Design trace_capture_monitor, sky130hd; sources not shown.
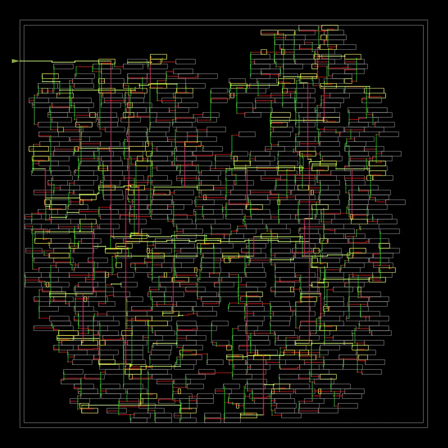
(clock wiring as the flow saved it)
clk_lat worst skew: 0.62 ns
clkbuf count: 86
CTS buffer count: 80

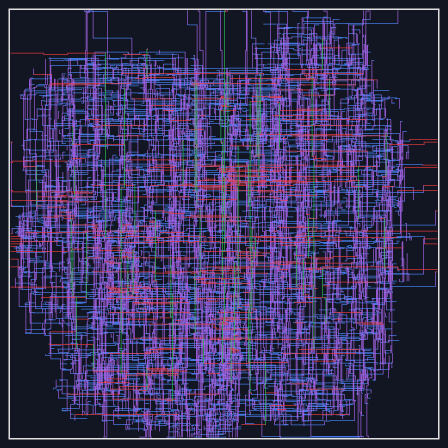
(metal layers overlaid)
metal 2 -> purple  # wire length 31.5 mm
metal 3 -> red  # wire length 5050 um
metal 1 -> blue  # wire length 23.0 mm
metal 4 -> green  # wire length 2090 um
Tot GR Track Use: 0.248
Routed WL per cell: 28.5 um

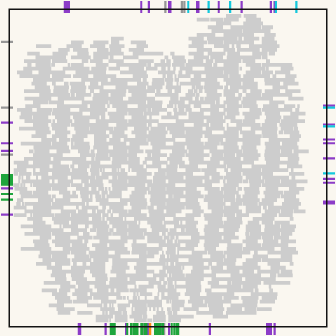
(I/O pins on the die edge)
Pins as bars across the die edge, other pins in gray.
fail_cycle -> green  # pins 32, direction output, edge 24 south, 8 west
rd_data -> purple  # pins 40, direction output, edge 14 north, 12 south, 9 east, 5 west
sample_in -> cyan  # pins 8, direction input, edge 5 north, 3 east
running -> orange  # pins 1, direction output, edge south
all pins by edge = 41 south, 22 north, 16 west, 12 east
die height: 229 um
chip width: 229 um
IO buf count: 0

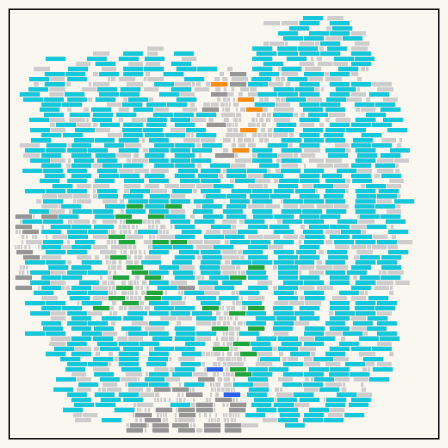
(where the registers sit)
Other sequential cells in the stronger gray, the rest of the logic in the fainter gray.
fifo.mem -> cyan  # placed flops 640, where all over the die
cycle -> green  # placed flops 32
state -> blue  # placed flops 2
fifo.wr_ptr -> orange  # placed flops 5, where north
seq pwr: 0.00555 W
Sequential cell area: 0.0212 mm^2
flop share of the area: 0.677

==> GITHUB_STEP_SUMMARY <==
### Yosys + OpenROAD results

| Metric | Value |
|---|---|
| Status | `complete, no violations` |
| Reg2Reg Setup Slack | `3.65 ns` |
| Sequential group share of total power | `0.446` |
| Worst slew pin tran | `1.04 ns` |
| Flops after synth | `718` |
| Syn Area/Cell | `19.8 um^2` |
| Setup TNS | `0 ns` |
| Switching share of power | `0.311` |
| Period utilisation layout | `0.670` |
| Achievable Freq | `202 MHz` |
| Comb/total area | `0.200` |
| Hold depth | `1` |
| CTS resizes | `0` |
| DR iter-0 viols | `1746` |
| Critical Path Source Type | `register` |
| ClkCell Share | `0.0864` |
| Cell at the root of the clock tree | `clkbuf_16` |
| Final ANT Viol Nets | `0` |
| CTS tree | `built` |
| Buf/Inv on CP | `1` |
| Leak Pwr | `10.1 nW` |
| Critical Path RT | `5.92 ns` |
| P&R area growth vs syn | `12.6%` |
| IO Count | `91` |
| Sink Count | `718` |
| Vias in the first global route | `14400` |
| Final net count | `1448` |
| Final Hold Viols | `0` |
| Post-synth EDFFs | `640` |
| Avg Vias per Cell | `6.52` |
| Setup bufs post-CTS | `0` |
| Well Taps | `672` |
| Met3 usage | `0.0452` |
| Placer Congestion | `0.756` |
| Total number of vias | `14100` |
| Synthesized area | `0.0278 mm^2` |
## power groups by stage
stage	Clock [W]	Sequential [W]	Combinational (W)
3_5_place_dp	0	0.00564	0.00295
4_1_cts	0.00400	0.00556	0.00297
2_1_floorplan	0	0.00535	0.00228
5_1_grt	0.00418	0.00562	0.00313
6_report	0.00395	0.00555	0.00295
3_3_place_gp	0	0.00559	0.00291
## through the flow
stage | total power (W) | utilization | std cells | cell area (um^2) | setup WS [ns]
CTS | 0.0125 | 0.625 | 2165 | 31200 | 2.26
global placement | 0.00849 | 0.571 | 2016 | 28500 | 2.86
detailed placement | 0.00858 | 0.571 | 2016 | 28500 | 2.96
floorplan | 0.00764 | - | 1401 | 27800 | 2.68
finish | 0.0124 | 0.626 | 2166 | 31300 | 2.44
global route | 0.0129 | 0.626 | 2166 | 31300 | 2.18
Power is estimated from default activity; no workload was simulated.
